===== config.mk =====
export PLATFORM = sky130hd
export DESIGN_NAME = cic_sample_framer
export DESIGN_NICKNAME = d
export VERILOG_FILES = /design/src/rtl/cic_pkg.sv /design/src/rtl/sync_fifo.sv /design/src/rtl/cic_sample_framer.sv
export SDC_FILE = /design/constraint.sdc
export NUM_CORES = 1
export LEC_CHECK = 0
export CAP_MARGIN = 20
export CORE_UTILIZATION = 46
export CTS_CLUSTER_SIZE = 12
export DETAILED_ROUTE_END_ITERATION = 16
export PLACE_DENSITY = 0.72
export SYNTH_ARGS = -nofsm -noshare
export SYNTH_HDL_FRONTEND = slang
export SYNTH_SLANG_ARGS = --single-unit

===== constraint.sdc =====
create_clock -name clk -period 3.7 [get_ports clk]
set_clock_uncertainty 0.15 [all_clocks]
set_input_delay 0.555 -clock clk [delete_from_list [all_inputs] [get_ports clk]]
set_output_delay 0.555 -clock clk [all_outputs]
set_load 0.1 [all_outputs]

===== src/rtl/cic_pkg.sv =====
// Shared widths, defaults and sample format for the running-sum decimator
// and the sample framer that consumes its final-stage output.
package cic_pkg;

    localparam int CIC_OUT_W = 12;
    localparam int SEQ_W     = 8;

    localparam int                   DEF_DECIM_PERIOD = 9;
    localparam logic [CIC_OUT_W-1:0] DEF_OFFSET       = 12'd2048;

    typedef struct packed {
        logic [CIC_OUT_W-1:0] data;
        logic [SEQ_W-1:0]     seq;
    } sample_t;

    localparam int SAMPLE_W = $bits(sample_t);

    // Unsigned minus unsigned, result clamped into the signed CIC_OUT_W range.
    // A one-bit-wider difference is out of range exactly when its top two bits differ.
    function automatic logic [CIC_OUT_W-1:0] sat_sub(
        input logic [CIC_OUT_W-1:0] a,
        input logic [CIC_OUT_W-1:0] b
    );
        logic [CIC_OUT_W:0] diff;
        diff = {1'b0, a} - {1'b0, b};
        if (diff[CIC_OUT_W] != diff[CIC_OUT_W-1]) begin
            sat_sub = {diff[CIC_OUT_W], {(CIC_OUT_W-1){~diff[CIC_OUT_W]}}};
        end else begin
            sat_sub = diff[CIC_OUT_W-1:0];
        end
    endfunction

endpackage


===== src/rtl/sync_fifo.sv =====
// Synchronous first-word-fall-through FIFO with occupancy count.
// A push into a full FIFO is accepted only when a pop happens on the same edge.
module sync_fifo #(
    parameter int WIDTH = 20,
    parameter int DEPTH = 8
) (
    input  logic                     clk,
    input  logic                     rst,
    input  logic                     push,
    input  logic [WIDTH-1:0]         wr_data,
    input  logic                     pop,
    output logic [WIDTH-1:0]         rd_data,
    output logic                     full,
    output logic                     empty,
    output logic [$clog2(DEPTH):0]   level
);

    localparam int AW = $clog2(DEPTH);

    logic [WIDTH-1:0] mem [DEPTH];
    logic [AW-1:0]    wr_ptr;
    logic [AW-1:0]    rd_ptr;
    logic [AW:0]      count;
    logic             wr_en;
    logic             rd_en;

    assign full  = (count == (AW+1)'(DEPTH));
    assign empty = (count == '0);
    assign level = count;

    assign rd_en = pop && !empty;
    assign wr_en = push && (!full || rd_en);

    // Head is forced to zero while empty so the outputs read zero out of reset.
    assign rd_data = empty ? '0 : mem[rd_ptr];

    always_ff @(posedge clk) begin
        if (wr_en) begin
            mem[wr_ptr] <= wr_data;
        end
    end

    always_ff @(posedge clk) begin
        if (rst) begin
            wr_ptr <= '0;
            rd_ptr <= '0;
            count  <= '0;
        end else begin
            if (wr_en) begin
                wr_ptr <= wr_ptr + 1'b1;
            end
            if (rd_en) begin
                rd_ptr <= rd_ptr + 1'b1;
            end
            unique case ({wr_en, rd_en})
                2'b10:   count <= count + 1'b1;
                2'b01:   count <= count - 1'b1;
                default: count <= count;
            endcase
        end
    end

endmodule


===== src/rtl/cic_sample_framer.sv =====
// Samples the decimator output once per period, removes the DC offset with
// saturation, tags it with a sequence number and queues it on a valid/ready stream.
module cic_sample_framer
    import cic_pkg::*;
#(
    parameter int                   DECIM_PERIOD  = DEF_DECIM_PERIOD,
    parameter int                   CAPTURE_PHASE = 0,
    parameter logic [CIC_OUT_W-1:0] OFFSET        = DEF_OFFSET,
    parameter int                   FIFO_DEPTH    = 8
) (
    input  logic                          clk,
    input  logic                          rst,
    input  logic [CIC_OUT_W-1:0]          cic_in,
    output logic [CIC_OUT_W-1:0]          m_data,
    output logic [SEQ_W-1:0]              m_seq,
    output logic                          m_valid,
    input  logic                          m_ready,
    output logic                          overflow,
    input  logic                          ovf_clr,
    output logic [$clog2(FIFO_DEPTH):0]   level
);

    localparam int PW = (DECIM_PERIOD > 1) ? $clog2(DECIM_PERIOD) : 1;

    logic [PW-1:0]    phase;
    logic             primed;
    logic             wrap;
    logic             capture;
    logic [SEQ_W-1:0] seq_cnt;
    sample_t          stage1;
    logic             stage1_valid;
    sample_t          head;
    logic             fifo_full;
    logic             fifo_empty;
    logic             pop;
    logic             drop;

    assign wrap    = (phase == PW'(DECIM_PERIOD - 1));
    assign capture = primed && (phase == PW'(CAPTURE_PHASE));

    // The value present during the reset-period phases is never captured:
    // capture waits until the phase counter has wrapped once.
    always_ff @(posedge clk) begin
        if (rst) begin
            phase        <= '0;
            primed       <= 1'b0;
            seq_cnt      <= '0;
            stage1       <= '0;
            stage1_valid <= 1'b0;
        end else begin
            phase        <= wrap ? '0 : phase + 1'b1;
            stage1_valid <= capture;
            if (wrap) begin
                primed <= 1'b1;
            end
            if (capture) begin
                stage1.data <= sat_sub(cic_in, OFFSET);
                stage1.seq  <= seq_cnt;
                seq_cnt     <= seq_cnt + 1'b1;
            end
        end
    end

    assign pop  = m_valid && m_ready;
    assign drop = stage1_valid && fifo_full && !pop;

    always_ff @(posedge clk) begin
        if (rst) begin
            overflow <= 1'b0;
        end else if (drop) begin
            overflow <= 1'b1;
        end else if (ovf_clr) begin
            overflow <= 1'b0;
        end
    end

    sync_fifo #(
        .WIDTH (SAMPLE_W),
        .DEPTH (FIFO_DEPTH)
    ) u_fifo (
        .clk     (clk),
        .rst     (rst),
        .push    (stage1_valid),
        .wr_data (stage1),
        .pop     (pop),
        .rd_data (head),
        .full    (fifo_full),
        .empty   (fifo_empty),
        .level   (level)
    );

    assign m_valid = !fifo_empty;
    assign m_data  = head.data;
    assign m_seq   = head.seq;

endmodule


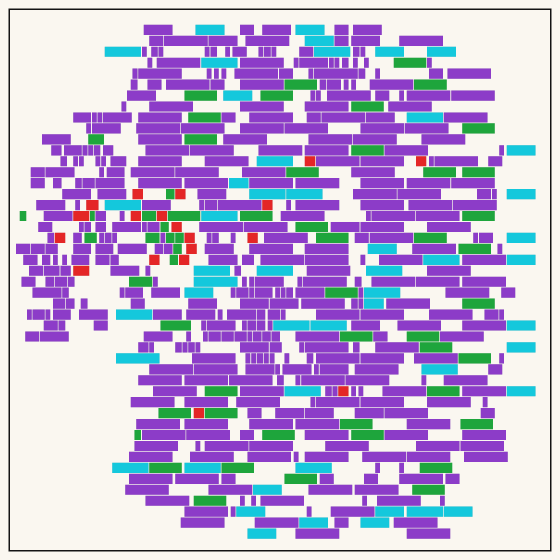
run_1/drive_strength.png
[cyan] drive 6 and up | cells: 49 | most used: clkbuf_16
[red] drive 3 to 4 | cells: 19 | most used: buf_4
[green] drive 2 | cells: 55 | most used: mux4_2
[purple] drive 1 or less | cells: 433 | most used: edfxtp_1
final instance area: 9680 um2
non-clock buffer count: 58
worst setup margin: 536 ps
Syn-to-layout area delta: 20.5%

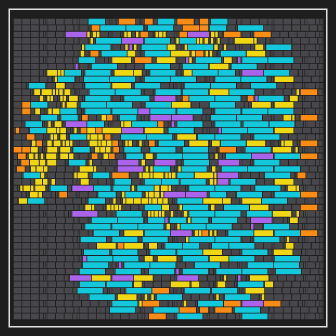
run_1/cell_classes.png
Fill, decap, tap and diode cells in grey.
[purple] clock drivers and dummy loads | cells: 40 | share of their area: 7.6%
[yellow] all other logic | cells: 250 | share of their area: 23%
[cyan] flip-flops | cells: 208 | share of their area: 61%
[orange] other buffers and delay cells | cells: 58 | share of their area: 8.0%
fraction of area in registers: 59.6%
end-of-flow core utilization: 57.6%
row cnt: 47

==> reports/qor.yml, run 1 <==
drtIter0Drc: 342
ys_seq_share_pct: 71.8
antenna_cells: 0
reg.largest.list: "u_fifo.mem x160, stage1 x20, seq_cnt x8"
cp_cell_sequence: "buf_4, mux4_2, mux2i_1, nor2_1, buf_12"
cts_buffers: 22
ys_dominant_reg_cell: "edfxtp_1"
end_kind: "output port"
fp_nets: 507
clock_latency_ps: 490
dpl.hpwl_um: 8840
ff2ff_path_depth: 9
drv_cap: 0
rsz0062_at_grt: "false"
place_area_um2: 8970
die_h_um: 134
grt_overflow: 0
critical_path_buf_inv_count: 2
wl_met1_um: 6330
grt_max_degree: 48
drtAntennaViolNets: 0
yosys.area_share.simple_pct: 7.12
aoi_share_pct: 2.23
grt_util_met2_pct: 30.3
r2r_slack_ps: 920
top_register: "u_fifo.mem"
synth-adder-area-share_pct: 1.25
worst_pin_slew_ps: 972
final_cells: 776
place_congestion: 0.705
grt_pass1_wl_um: 23900
via_per_inst: 5.39
cts.clk_slew.worst_paths_ps: 50
cts_root_buf: "clkbuf_16"
min_path_type: "reg2reg"
hold_viol: 0
post-place-ws_ps: 644
synth_warnings: 0
muxShareOfSynthArea_pct: 14.4
fp.dieW_um: 134
crit_end: "m_data[8]"
cts_tree: "built"
arrival_ps: 2460
drc: 0
antenna_found_initial: 0
grt_util_met1_pct: 22.9
grt_pass1_vias: 4347
power.leakage_nw: 3.15
cts_hold_buffers: 0
finalSetupTns_ps: 0
topCombFamilyByArea: "multiplexers"
powerDensity_nw_per_um2: 483
fmaxAchievable_ghz: 0.316
cp.depth: 5
top_usage_layer: "met2"
status: "complete, no violations"
drtPass1Iterations: 6
max_stage_delay_ps: 890
irDropWorstVdd_uv: 335
cts_buffer_depth: 3
mappedNetlistArea_um2: 8030
slew_headroom_pct: 35.0
async_flop_share_pct: 0
synth_cell_types: 42
reg2reg_to: "u_fifo.level[3]"
fin_nets: 564
routed.top_layer: "met4"
placed_cells: 736
worst_path_max_delay_cell: "dfxtp_1"
yosysChipArea_um2: 8030
met3RoutedLength_um: 789
cts_max_level: 1
startpoint_type: "flop"
cp.required_ps: 2990
synth.cellmix.xorXnorShare_pct: 1.62
ys_ff: 208
met3_usage_pct: 2.95
clkSinkCount: 208
syn-instance-count: 483
cts_resized: 0
path_class: "reg2out"
whs_endpoint: "stage1[7]"
post_route_cells_drive_above_1_share_pct: 22.1
largest_register_ff_count: 160
timing.rr.start: "u_fifo.level[1]"
tool_warnings: 28
die-area_um2: 18000
hold_slack_ps: 334
syn_area_per_cell_um2: 16.6
min_period_ps: 3160
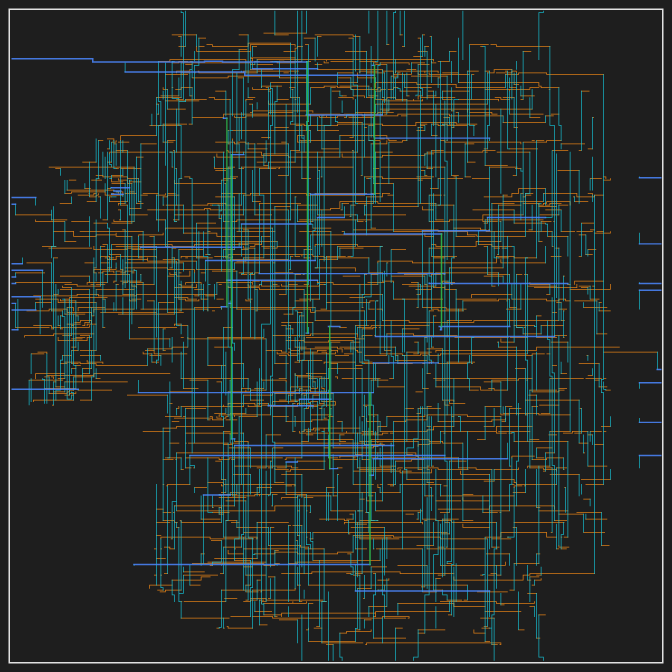
run_1/metal_stack.png
[cyan] met2 | wire length: 7480 um
[orange] met1 | wire length: 6330 um
[blue] met3 | wire length: 789 um
[green] met4 | wire length: 263 um
GRT Util Overall: 17.5%
Via Count: 4181
routed len/inst: 19.2 um
drt total wl: 14900 um

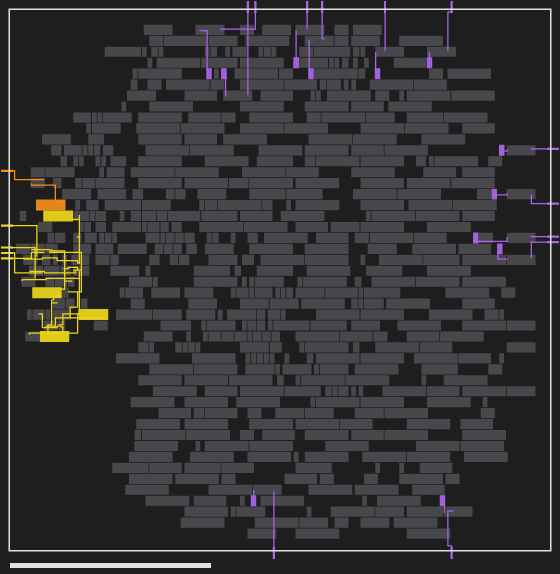
run_1/port_nets.png
The bar under the picture is 50 um long.
[yellow] level | direction: output | end cells: 4 | buffers: 4 | wire: 240 um
[purple] m_data | direction: output | end cells: 12 | buffers: 12 | wire: 178 um
[orange] overflow | direction: output | end cells: 1 | buffers: 1 | wire: 23.0 um
I/O Buffers: 41
Ports: 42

-- run 1: cell usage in the layout (no fill, tap or decap), types with 6 or more instances in the layout --
cell type,netlist,final
xor2_1,11,11
mux2i_1,23,23
buf_12,0,22
edfxtp_1,160,160
nor2_2,0,6
nand2_1,49,49
buf_4,4,16
nor2_1,51,45
clkbuf_1,10,12
clkdlybuf4s50_1,0,19
a21oi_1,25,25
clkbuf_16,0,23
ha_1,8,8
mux4_2,40,40
dfxtp_1,48,47
-- run 1: where the power goes --
part	internal, mW	switching (mW)	total, mW
Sequential	2.48	0.00337	2.49
Combinational	0.0214	0.0199	0.0414
Clock	1.33	0.821	2.15
-- run 1: cell usage after synthesis, drive strengths merged (2+ instances only) --
| library cell | number | area, um2 |
|---|---|---|
| xnor2 | 3 | 33.8 |
| o211ai | 2 | 15.0 |
| inv | 3 | 11.3 |
| nand2 | 49 | 184 |
| ha | 8 | 100 |
| o21ai | 4 | 23.8 |
| edfxtp | 160 | 4800 |
| clkbuf | 10 | 37.5 |
| and3 | 3 | 18.8 |
| mux2i | 23 | 230 |
| nor2 | 52 | 203 |
| nand4 | 3 | 18.8 |
| buf | 15 | 82.6 |
| a21oi | 25 | 125 |
| nand2b | 3 | 18.8 |
| nor3b | 2 | 15.0 |
| mux4 | 40 | 901 |
| dfxtp | 48 | 961 |
| mux2 | 2 | 22.5 |
| nor3 | 3 | 15.0 |
| xor2 | 11 | 96.3 |
| nor2b | 3 | 18.8 |
| or3 | 2 | 17.5 |
-- run 1: cell type report --
class | count | area [um2]
clock inverters | 3 | 65.1
well taps | 220 | 275
flip-flops and latches | 208 | 5770
repair buffers | 58 | 756
multi-input cells | 247 | 2160
inverters | 3 | 11.3
clock buffers | 37 | 648
fillers | 1283 | 7140
==> inputs of run 2 (changes only) <==
--- a/config.mk
+++ b/config.mk
@@ -9,6 +9,7 @@
 export CORE_UTILIZATION = 46
 export CTS_CLUSTER_SIZE = 12
 export DETAILED_ROUTE_END_ITERATION = 16
+export GPL_ROUTABILITY_DRIVEN = 0
 export PLACE_DENSITY = 0.72
 export SYNTH_ARGS = -nofsm -noshare
 export SYNTH_HDL_FRONTEND = slang
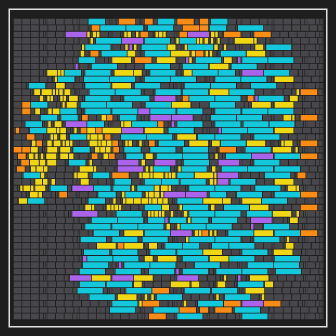
run_2/cell_classes.png
Fill, decap, tap and diode cells in grey.
[yellow] all other logic | cells: 250 | share of their area: 23%
[purple] clock drivers and dummy loads | cells: 40 | share of their area: 7.6%
[orange] other buffers and delay cells | cells: 58 | share of their area: 8.0%
[cyan] flip-flops | cells: 208 | share of their area: 61%
core area: 16800 um2

==> run 2 against run 1 <==
Compared with the run above:
- sequential share of layout area unchanged
- global-route usage unchanged
- cell area unchanged
- critical endpoint unchanged
- largest cell class unchanged
- highest routed layer unchanged
==> reports/qor.yml, run 2 <==
status: "complete, no violations"
drtPass1Iterations: 6  # unchanged
fp_nets: 507  # unchanged
final_cell_mix: "edfxtp_1, nand2_1, dfxtp_1"
yosysChipArea_um2: 8030  # unchanged
area_leaders: "edfxtp_1, dfxtp_1, mux4_2"
ys_seq_share_pct: 71.8  # unchanged
grt_pass1_vias: 4347  # unchanged
irDropWorstVdd_uv: 335  # unchanged
grt_max_degree: 48  # unchanged
cts.clk_slew.worst_paths_ps: 50  # about the same
min_period_ps: 3160  # unchanged
cp.required_ps: 2990  # about the same
dr_total_vias: 4181  # unchanged
dpl.hpwl_um: 8840  # unchanged
slew_headroom_pct: 35.0  # unchanged
fp.dieW_um: 134  # unchanged
p_seq_mw: 2.49  # about the same
power.leakage_nw: 3.15  # unchanged
cts_buffer_depth: 3  # unchanged
grt_pass1_wl_um: 23900  # unchanged
powerClk_mw: 2.15  # about the same
min_path_type: "reg2reg"
clock_latency_ps: 490  # about the same
clkSinkCount: 208  # unchanged
fillers: 1283  # unchanged
area.growth.synth_to_final_pct: 20.5  # unchanged
synth_warnings: 0  # unchanged
cts_buffers: 22  # unchanged
cp_cell_sequence: "buf_4, mux4_2, mux2i_1, nor2_1, buf_12"
core.rowCount: 47  # unchanged
post_route_cells_drive_above_1_share_pct: 22.1  # unchanged
die_h_um: 134  # unchanged
top_cell: "edfxtp_1"
worst_pin_slew_ps: 972  # unchanged
powerDensity_nw_per_um2: 483  # unchanged
antenna_found_initial: 0  # unchanged
finalSetupTns_ps: 0  # unchanged
synth_cell_types: 42  # unchanged
drv_cap: 0  # unchanged
critical_path_buf_inv_count: 2  # unchanged
p_clk_share_pct: 45.9  # about the same
syn-instance-count: 483  # unchanged
drc: 0  # unchanged
arrival_ps: 2460  # about the same
ys_ff: 208  # unchanged
cts_resized: 0  # unchanged
drtIter0Drc: 342  # unchanged
startpoint_type: "flop"
syn_area_per_cell_um2: 16.6  # unchanged
grt_overflow: 0  # unchanged
cts_tree: "built"
final_common_cell: "edfxtp_1"
cts_hold_buffers: 0  # unchanged
fmaxAchievable_ghz: 0.316  # unchanged
pg_comb_mw: 0.0414
postLayoutCoreUtil_pct: 57.6  # unchanged
async_flop_share_pct: 0  # unchanged
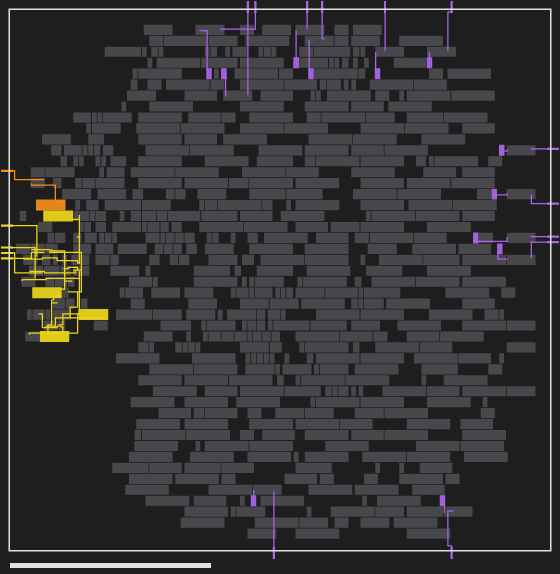
run_2/port_nets.png
The bar under the picture is 50 um long.
[orange] overflow | direction: output | end cells: 1 | buffers: 1 | wire: 23.0 um
[purple] m_data | direction: output | end cells: 12 | buffers: 12 | wire: 178 um
[yellow] level | direction: output | end cells: 4 | buffers: 4 | wire: 240 um

==> run 2: cell counts after synthesis <==
Identical to the previous run, type by type.
==> run 2: routing by layer <==
metal	up-vias	track usage [%]	wire length, um
li1	1940	-	-
met1	2129	22.9	6330
met2	93	30.3	7480
met3	19	2.95	789
met4	0	5.06	263
met5	-	0	0
==> run 2: per-stage QoR <==
stage,area (um2),worst slack [ps],cells
after global routing,9680,460,776
final,9680,536,776
after floorplan,8030,3.98,483
after global placement,8970,778,736
after detailed placement,8970,644,736
after CTS,9680,527,776
==> run 2: layout make-up <==
| class | count | area (um2) | share of cell area [%] |
|---|---|---|---|
| Clock inverter | 3 | 65.1 | 0.672 |
| Timing Repair Buffer | 58 | 756 | 7.81 |
| Clock buffer | 37 | 648 | 6.69 |
| Multi-Input combinational cell | 247 | 2160 | 22.3 |
| Sequential cell | 208 | 5770 | 59.6 |
| Tap cell | 220 | 275 | 2.84 |
| Inverter | 3 | 11.3 | 0.116 |
==> run 2: final timing paths <==
| kind | from | endpoint | slack, ps | depth (start not counted) |
|---|---|---|---|---|
| max | flop | m_data[8] | 540 | 5 |
| min | seq_cnt[7] | stage1[7] | 330 | 2 |
| max reg2reg | u_fifo.level[1] | u_fifo.level[3] | 920 | 9 |
| min reg2reg | seq_cnt[7] | stage1[7] | 330 | 2 |
==> run 2: worst min-delay path, cell delays in order (launching register included) <==
cell and delay [ps]:
dfxtp_1 320, nand2_1 60, a21oi_1 60
==> run 2: logic make-up after synthesis <==
group | after synthesis | synth area share, %
flip-flops | 208 | 71.8
buffers and inverters | 28 | 1.64
AND-OR/OR-AND | 33 | 2.23
AND/OR/NAND/NOR | 127 | 7.12
XOR/XNOR | 14 | 1.62
multiplexers | 65 | 14.4
adder cells (fa/ha/maj) | 8 | 1.25
run_2/drive_strength.png
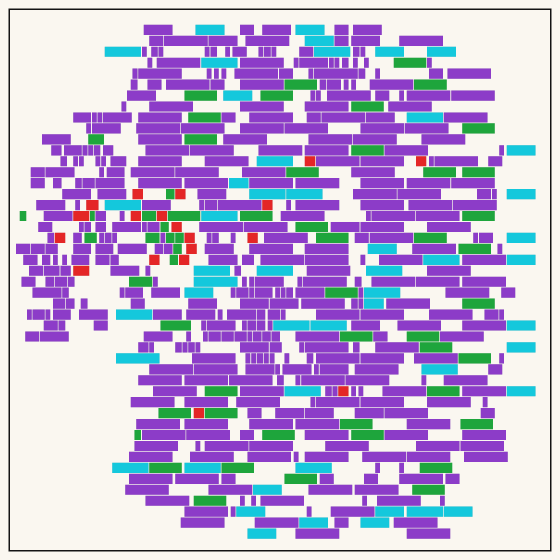

==> inputs of run 3 (changes only) <==
--- a/config.mk
+++ b/config.mk
@@ -11,6 +11,7 @@
 export DETAILED_ROUTE_END_ITERATION = 16
 export GPL_ROUTABILITY_DRIVEN = 0
 export PLACE_DENSITY = 0.72
+export REMOVE_ABC_BUFFERS = 1
 export SYNTH_ARGS = -nofsm -noshare
 export SYNTH_HDL_FRONTEND = slang
 export SYNTH_SLANG_ARGS = --single-unit
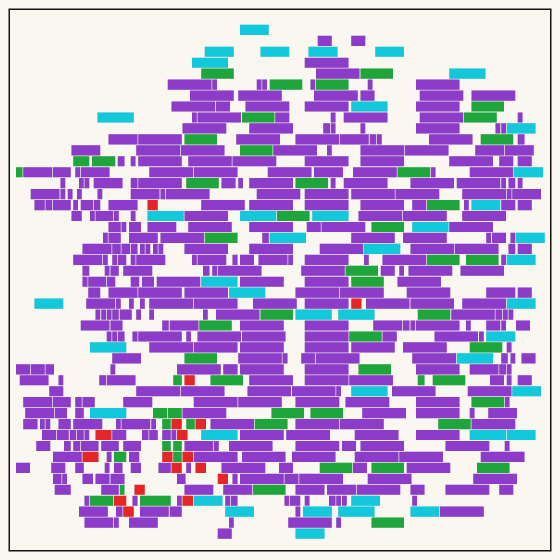
run_3/drive_strength.png
[purple] drive 1 or less | cells: 434 | most used: edfxtp_1
[cyan] drive 6 and up | cells: 42
[green] drive 2 | cells: 56 | most used: mux4_2
[red] drive 3 to 4 | cells: 17 | most used: buf_4
non-clock buffer count: 55
Syn-to-layout area delta: 18.6%
worst setup margin: 714 ps
final instance area: 9520 um2

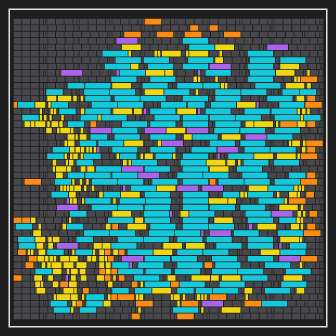
run_3/cell_classes.png
Fill, decap, tap and diode cells in grey.
[purple] clock drivers and dummy loads | cells: 36 | share of their area: 6.3%
[yellow] all other logic | cells: 250 | share of their area: 24%
[cyan] flip-flops | cells: 208 | share of their area: 62%
[orange] other buffers and delay cells | cells: 55 | share of their area: 7.8%
end-of-flow core utilization: 56.6%
fraction of area in registers: 60.6%

==> run 3 against run 2 <==
Compared with the run above:
- worst setup slack gained 180 ps
- via count barely moved
- utilization is 0.95 points lower
- non-clock buffer count shrank 3
- register-to-register slack improved by 70 ps
- synthesized cell count unchanged
- critical path depth unchanged
- critical path type unchanged
- largest cell class unchanged
- highest routed layer unchanged
==> reports/qor.yml, run 3 <==
status: "complete, no violations"
pg_comb_mw: 0.0434
post-place-ws_ps: 726  # +81.6 ps
cts_resized: 0  # unchanged
cts_buffers: 21  # -4.5%
async_flop_share_pct: 0  # unchanged
drtAntennaViolNets: 0
clkSinkCount: 208  # unchanged
fillers: 1312  # +2.3%
dr_total_vias: 4184  # +0.072%
powerClk_mw: 1.85  # -14%
grt_max_degree: 41  # -15%
fp_util_pct: 47.8
yosys.area.top_type: "edfxtp_1"
power.leakage_nw: 3.07  # -2.6%
powerDensity_nw_per_um2: 460  # -4.8%
grt_overflow: 0  # unchanged
top_cell: "edfxtp_1"
ys_seq_share_pct: 71.8  # unchanged
path_class: "reg2out"
post_drt_wl_per_cell_um: 19.7
fmaxAchievable_ghz: 0.335  # +6.0%
yosysChipArea_um2: 8030  # unchanged
min_path_type: "reg2reg"
arrival_ps: 2280  # -180 ps
final-comb-area_um2: 2160  # +0.23%
cts_buffer_depth: 3  # unchanged
drt_wl_total_um: 15200
end_kind: "output port"
worst_path_max_delay_cell: "buf_4"
io_buffers: 41
drtIter0Drc: 276  # -19%
p_seq_mw: 2.49  # about the same
rsz0062_at_grt: "false"
min_period_ps: 2990  # -178 ps
fin_nets: 560
top_cells_by_count: "edfxtp_1, nor2_1, nand2_1, dfxtp_1, mux4_2"
ys_ff: 208  # unchanged
cp_cell_sequence: "buf_4, mux4_2, mux2i_1, nor2_1, buf_12"
irDropWorstVdd_uv: 258  # -23%
antenna_found_initial: 0  # unchanged
slew_headroom_pct: 34.6  # -0.36 points
pwr-share-comb_pct: 1.0
syn-instance-count: 483  # unchanged
core.rowCount: 47  # unchanged
final_common_cell: "edfxtp_1"
seqPwrFrac_pct: 56.8
cp.required_ps: 2990  # about the same
clock_latency_ps: 470  # -20 ps
synth_warnings: 0  # unchanged
top_register: "u_fifo.mem"
cts.clk_slew.worst_paths_ps: 60  # about the same
core_region_area_um2: 16800  # unchanged
cts_tree: "built"
ys_dominant_reg_cell: "edfxtp_1"
tool_warnings: 27
area_leaders: "edfxtp_1, dfxtp_1, mux4_2"
via_per_inst: 5.44
intPower_mw: 3.56
final_cell_mix: "edfxtp_1, nand2_1, dfxtp_1"
drv_cap: 0  # unchanged
fp.dieW_um: 134  # unchanged
drc: 0  # unchanged
critPathTopFamily: "buffers and inverters"
cp_max_fo: 40
synth_cell_types: 42  # unchanged
p_switching_mw: 0.819
drtPass1Iterations: 4  # -2
post_cts_buffers: 0
p_clk_share_pct: 42.2  # -3.7 points
post_route_cells_drive_above_1_share_pct: 20.9  # -1.2 points
critical_path_buf_inv_count: 2  # unchanged
startpoint_type: "flop"
finalSetupTns_ps: 0  # unchanged
seq_area_um2: 5770  # unchanged
syn_area_per_cell_um2: 16.6  # unchanged
grt_pass1_vias: 4358  # +0.25%
die_h_um: 134  # unchanged
dpl.hpwl_um: 8300  # -6.0%
grt_pass1_wl_um: 23800  # -0.58%
cts_hold_buffers: 0  # unchanged
r2r_slack_ps: 990  # +70 ps
worst_pin_slew_ps: 978  # +5.42 ps
-- run 3: cell counts after synthesis --
No cell type changed its count.
-- run 3: final cells by class --
class / instances / share of cell area, %
Inverter: 3 / 0.118
Multi-Input combinational cell: 247 / 22.7
Clock buffer: 34 / 6.03
Sequential cell: 208 / 60.6
Timing Repair Buffer: 55 / 7.57
Clock inverter: 2 / 0.0920
Tap cell: 220 / 2.89
-- run 3: through the flow --
step	hold slack [ps]	instance area (um2)	utilization (%)	std cells
final	329	9520	56.6	769
after detailed placement	323	8940	53.1	733
after CTS	329	9520	56.6	769
after global placement	309	8940	53.1	733
after floorplan	288	7910	-	458
after global routing	357	9520	56.6	769
-- run 3: path summary, 6_finish.rpt --
| kind | from | endpoint | cells after the start |
|---|---|---|---|
| worst min-delay path | seq_cnt[7] | stage1[7] | 2 |
| worst min register to register | seq_cnt[7] | stage1[7] | 2 |
| worst max register to register | u_fifo.level[0] | u_fifo.level[3] | 9 |
| worst max-delay path | flop | m_seq[0] | 5 |
-- run 3: cells by family after synthesis --
kind of cell,after synthesis,synth area share [%]
AND/OR/NAND/NOR,127,7.12
adder cells (fa/ha/maj),8,1.25
multiplexers,65,14.4
buffers and inverters,28,1.64
XOR/XNOR,14,1.62
flip-flops,208,71.8
AND-OR/OR-AND,33,2.23
-- run 3: per-layer routing --
metal	part of all wire, %	vias to the layer above	routed length (um)	GRT usage (%)
li1	-	1933	-	-
met1	42	2105	6360	22.5
met2	52	120	7860	31.0
met3	4.3	26	660	2.61
met4	2.0	0	309	5.49
met5	0	-	0	0
-- run 3: worst register-to-register path: cells and delay by family (launching register included) --
family / cells / cell delay (ps)
AOI/OAI and AO/OA: 2 / 190
adders and majority gates: 1 / 400
buffers and inverters: 1 / 50
DFF: 1 / 370
muxes: 1 / 350
and+or+nand+nor: 4 / 1100
Power is estimated from default activity; no workload was simulated.
